==> images/layer_met3.png <==
Bar = 20 µm.
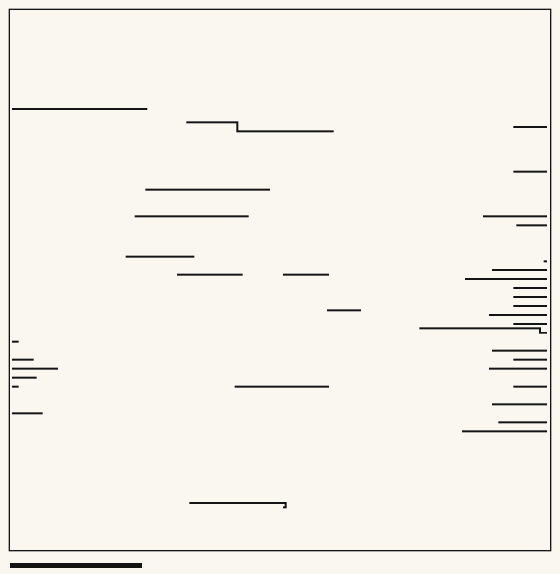
==> images/logic_types.png <==
Bar = 20 µm.
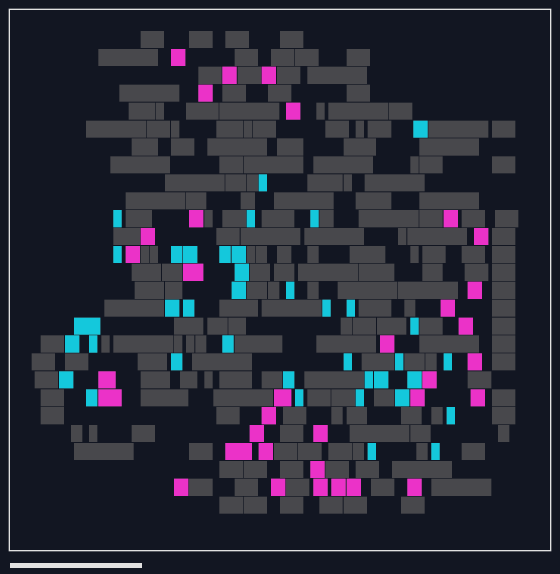
## config.mk

```make
export PLATFORM = sky130hd
export DESIGN_NAME = recv_port
export DESIGN_NICKNAME = d
export VERILOG_FILES = /design/src/rtl/recv_port.sv
export SDC_FILE = /design/constraint.sdc
export NUM_CORES = 1
export LEC_CHECK = 0
export CAP_MARGIN = 20
export CORE_MARGIN = 3
export CORE_UTILIZATION = 35
export CTS_CLUSTER_DIAMETER = 100
export CTS_CLUSTER_SIZE = 10
export DETAILED_ROUTE_END_ITERATION = 7
export PLACE_DENSITY = 0.7
export SLEW_MARGIN = 10
export SYNTH_ARGS = -nofsm -noshare
export SYNTH_HDL_FRONTEND = slang
export SYNTH_SLANG_ARGS = --single-unit
```

## constraint.sdc

```tcl
create_clock -name clk -period 3.55 [get_ports clk]
set_input_delay 0.71 -clock clk [delete_from_list [all_inputs] [get_ports clk]]
set_output_delay 0.71 -clock clk [all_outputs]
set_load 0.02 [all_outputs]
```

## src/rtl/recv_port.sv

```systemverilog
// recv_port: inter-PU link receiver; writes a framed payload into local DMEM.
// Defining RECV_CKSUM_EN adds a per-frame XOR trailer beat and the CSUM state.
module recv_port #(
  parameter int unsigned WIDTH   = 16,
  parameter int unsigned ADDR_W  = 8,
  parameter logic [3:0]  PORT_ID = 4'h0
) (
  input  logic              clk,
  input  logic              rst_n,
  input  logic              l_valid,
  input  logic              l_sof,
  input  logic [WIDTH-1:0]  l_data,
  output logic              l_ready,
  input  logic [ADDR_W-1:0] base,
  output logic              dm_req,
  input  logic              dm_gnt,
  output logic              dm_we,
  output logic [ADDR_W-1:0] dm_addr,
  output logic [WIDTH-1:0]  dm_wd,
  output logic              busy,
  output logic              done,
  output logic              err,
  output logic [7:0]        rx_len,
  input  logic              clr_err
);

  localparam int unsigned LEN_W = 8;

`ifdef RECV_CKSUM_EN
  // Drained frames also carry the trailer, so drain one beat past the payload.
  localparam logic [LEN_W-1:0] DRAIN_LAST = LEN_W'(0);
`else
  localparam logic [LEN_W-1:0] DRAIN_LAST = LEN_W'(1);
`endif

  typedef enum logic [1:0] {
    S_IDLE  = 2'd0,
    S_DATA  = 2'd1,
    S_DRAIN = 2'd2
`ifdef RECV_CKSUM_EN
    , S_CSUM = 2'd3
`endif
  } state_e;

  state_e              state_q, state_d;
  logic [ADDR_W-1:0]   ptr_q, ptr_d;
  logic [LEN_W-1:0]    rem_q, rem_d;
  logic [LEN_W-1:0]    len_q, len_d;
  logic                done_q, done_d;
  logic                err_q, err_d;
  logic [LEN_W-1:0]    rx_len_q, rx_len_d;
`ifdef RECV_CKSUM_EN
  logic [WIDTH-1:0]    xacc_q, xacc_d;
`endif

  logic                err_set;
  logic                take_hdr;
  logic                beat_hdr;
  logic                beat_dat;
  logic [3:0]          hdr_port;
  logic [LEN_W-1:0]    hdr_size;

  assign hdr_port = l_data[15:12];
  assign hdr_size = l_data[7:0];
  assign beat_hdr = l_valid & l_ready & l_sof;
  assign beat_dat = l_valid & l_ready & ~l_sof;

  assign busy   = (state_q != S_IDLE);
  assign done   = done_q;
  assign err    = err_q;
  assign rx_len = rx_len_q;

  // State register
  always_ff @(posedge clk or negedge rst_n) begin
    if (!rst_n) state_q <= S_IDLE;
    else        state_q <= state_d;
  end

  // Next-state and datapath update
  always_comb begin
    state_d  = state_q;
    ptr_d    = ptr_q;
    rem_d    = rem_q;
    len_d    = len_q;
    done_d   = 1'b0;
    rx_len_d = rx_len_q;
    err_set  = 1'b0;
    take_hdr = 1'b0;
`ifdef RECV_CKSUM_EN
    xacc_d   = xacc_q;
`endif

    case (state_q)
      S_IDLE: take_hdr = beat_hdr;
      S_DATA: begin
        if (beat_hdr) begin
          err_set  = 1'b1;
          take_hdr = 1'b1;
        end else if (beat_dat) begin
          ptr_d = ptr_q + ADDR_W'(1);
          rem_d = rem_q - LEN_W'(1);
`ifdef RECV_CKSUM_EN
          xacc_d = xacc_q ^ l_data;
`endif
          if (rem_q == LEN_W'(1)) begin
`ifdef RECV_CKSUM_EN
            state_d = S_CSUM;
`else
            state_d  = S_IDLE;
            done_d   = 1'b1;
            rx_len_d = len_q;
`endif
          end
        end
      end
`ifdef RECV_CKSUM_EN
      S_CSUM: begin
        if (beat_hdr) begin
          err_set  = 1'b1;
          take_hdr = 1'b1;
        end else if (beat_dat) begin
          state_d  = S_IDLE;
          done_d   = 1'b1;
          rx_len_d = len_q;
          err_set  = (l_data != xacc_q);
        end
      end
`endif
      S_DRAIN: begin
        if (beat_hdr) begin
          take_hdr = 1'b1;
        end else if (beat_dat) begin
          rem_d = rem_q - LEN_W'(1);
          if (rem_q == DRAIN_LAST) state_d = S_IDLE;
        end
      end
      default: state_d = S_IDLE;
    endcase

    // Header beat: starts a new frame, possibly aborting the current one
    if (take_hdr) begin
      state_d = S_IDLE;
      rem_d   = hdr_size;
      if (hdr_port == PORT_ID) begin
        ptr_d = base;
        len_d = hdr_size;
`ifdef RECV_CKSUM_EN
        xacc_d = '0;
`endif
        if (hdr_size != LEN_W'(0)) begin
          state_d = S_DATA;
        end else begin
`ifdef RECV_CKSUM_EN
          state_d = S_CSUM;
`else
          done_d   = 1'b1;
          rx_len_d = hdr_size;
`endif
        end
      end else if (hdr_size != LEN_W'(0)) begin
        state_d = S_DRAIN;
      end
    end

    // A new error beats a coincident clear
    if (err_set)      err_d = 1'b1;
    else if (clr_err) err_d = 1'b0;
    else              err_d = err_q;
  end

  // Link handshake and DMEM write port
  always_comb begin
    l_ready = 1'b1;
    dm_req  = 1'b0;
    dm_we   = 1'b0;
    dm_addr = '0;
    dm_wd   = '0;
    if (state_q == S_DATA) begin
      dm_req  = 1'b1;
      l_ready = dm_gnt | (l_valid & l_sof);
      if (l_valid && !l_sof && dm_gnt) begin
        dm_we   = 1'b1;
        dm_addr = ptr_q;
        dm_wd   = l_data;
      end
    end
  end

  always_ff @(posedge clk or negedge rst_n) begin
    if (!rst_n) begin
      ptr_q    <= '0;
      rem_q    <= '0;
      len_q    <= '0;
      done_q   <= 1'b0;
      err_q    <= 1'b0;
      rx_len_q <= '0;
    end else begin
      ptr_q    <= ptr_d;
      rem_q    <= rem_d;
      len_q    <= len_d;
      done_q   <= done_d;
      err_q    <= err_d;
      rx_len_q <= rx_len_d;
    end
  end

`ifdef RECV_CKSUM_EN
  always_ff @(posedge clk or negedge rst_n) begin
    if (!rst_n) xacc_q <= '0;
    else        xacc_q <= xacc_d;
  end
`endif

endmodule

```

==> results.txt <==
Implementation progress

The share of total power dissipated in the clock network is 0.257. The number of endpoints with negative hold slack in the final report stands at 0. The flow reports power dissipated in the clock network as around 0.0003 W. TritonCTS built the clock tree.

In the synthesized netlist the async set-or-reset flop fraction comes to 1.00. The most critical min-delay path falls under input port to asynchronous set/reset pin. In the final layout, flip-flops and latches occupy ~900 µm². The number of warnings the tools reported stands at 29. Of the total power, combinational logic draws 0.261. The worst setup path is of the input port to output pin kind. In the final layout, the multi-input gates occupy 1030 µm². The mean routed wirelength per cell stands at around 14 µm. Yosys mapped a number of flops with a built-in enable equal to 0.

The cell total after placement stands at 327. Fill cells in the final layout number 531. The final timing report gives a worst setup slack of approximately 0.38 ns.

The number of global-route vias before repair came to about 1600. The number of hold-repair buffers added at the cts stage stands at 0. The final design instance area without fill stands at around 2800 µm². The first detailed-routing pass ran for 4 iterations. The count of H-tree levels built during CTS stands at 2. The critical path endpoint has a required time of about 2.8 ns.

The non-clock buffer instance count of the final layout stands at between 60 and 70. Of the cells placed in the final design, the portion with a size suffix greater than 1 is 0.0913. Measured on the final layout, the clock distribution area share stands at 0.0332. The synthesized design spends more area on one cell type than any other, namely dfrtp_1.

The final setup TNS stands at 0 ns. The run finished with clean final reports. The switching power share of the total stands at 0.310. The number of nets with antenna violations after routing stands at 0. For reference, the critical path cell chain is clkdlybuf4s50_1 -> and4b_1 -> buf_12 -> and2_1 -> clkdlybuf4s50_1. The CTS log lists the clock sinks for this run as 36. The headroom to the max-slew limit stands at 0.462.

The synthesized netlist occupies a cell area of 2020 µm². The script extracted a total leakage power of roughly 1.3 nW. The net count after synthesis is roughly 230. The number of distinct library cell variants in the gate-level netlist after synthesis stands at 41.

The worst-case vdd ir drop stands at 0.150 mV. The placement summary gives the final routability congestion estimate as about 0.8. The layout report gives the register share of total cell area as 0.319.

The worst hold slack stands at ~0.50 ns. On the critical path, the stage with the largest delay is an instance of clkdlybuf4s50_1. The maximum fanout along the worst path stands at 33. The number of tapcells stands at ~70.

The count of mapped cells out of synthesis stands at 197. The largest share of the power goes to sequential cells. The flip-flop and latch count after synthesis stands at 36.
About layer_met3.png:
share of all routed wire: 6.6%
wire length on this layer: 305 µm
longest straight run: 20.2 µm
nets with wire on the layer: 32
main direction: horizontal
sum of routed wire length over all layers: 4610 µm
fraction of met3 tracks used by global routing: 0.0461
vias after detailed routing: 1630

About logic_types.png:
legend:
  AND and OR gates:
    color: magenta
    cells: 34
    most_used: and2_1
  NAND gates:
    color: cyan
    cells: 38
    most_used: nand2_1

==> layer usage <==
layer	track usage	vias to the layer above	share of wire
met1	0.193	765	0.45
met3	0.0461	5	0.066
li1	-	818	-
met5	0	-	0
met4	0.0415	0	0.0063
met2	0.237	42	0.48
==> cell families (layout without fill, tap and decap cells) <==
| kind of cell | count (synthesis) | after routing | share of synthesized area |
|---|---|---|---|
| simple gates | 91 | 91 | 0.262 |
| flops | 36 | 36 | 0.446 |
| compound gates | 21 | 21 | 0.0699 |
| mux | 17 | 17 | 0.0965 |
| buf+inv | 16 | 82 | 0.0452 |
| xor+xnor | 10 | 10 | 0.0433 |
| fa+ha+maj | 6 | 6 | 0.0371 |
==> cell usage in the layout (no fill, tap or decap), types with 2 or more instances in the layout <==
cell             instances
nor4_1                   3
nand2b_1                 3
nand2_1                 19
o221a_2                  2
and3_1                   4
o21ai_0                 13
clkdlybuf4s50_1         66
ha_1                     6
clkbuf_8                 6
dfrtp_1                 36
nand3_1                  7
mux2_2                   4
and2_1                  24
mux2_4                   4
xor2_1                   9
mux2i_1                  9
inv_1                    6
nor2_1                  11
nand4_1                  8
==> path summary, 6_finish.rpt <==
path                            depth (start not counted)                   end              startpoint  slack, ns
worst max-delay path                                    5              dm_wd[1]                   l_sof       0.38
worst min-delay path                                    1    ptr_q[3]$_DFF_PN0_                   rst_n       0.50
worst max register to register                          7   rx_len[6]$_DFF_PN0_  state_q[1]$_DFFE_PN0P_       1.48
worst min register to register                          1  len_q[0]$_DFFE_PN0P_    len_q[0]$_DFFE_PN0P_       0.51
max in group asynchronous                               1   rx_len[1]$_DFF_PN0_                   rst_n       2.54
min in group clk                                        1  len_q[0]$_DFFE_PN0P_    len_q[0]$_DFFE_PN0P_       0.51
Power and IR drop assume default switching activity.
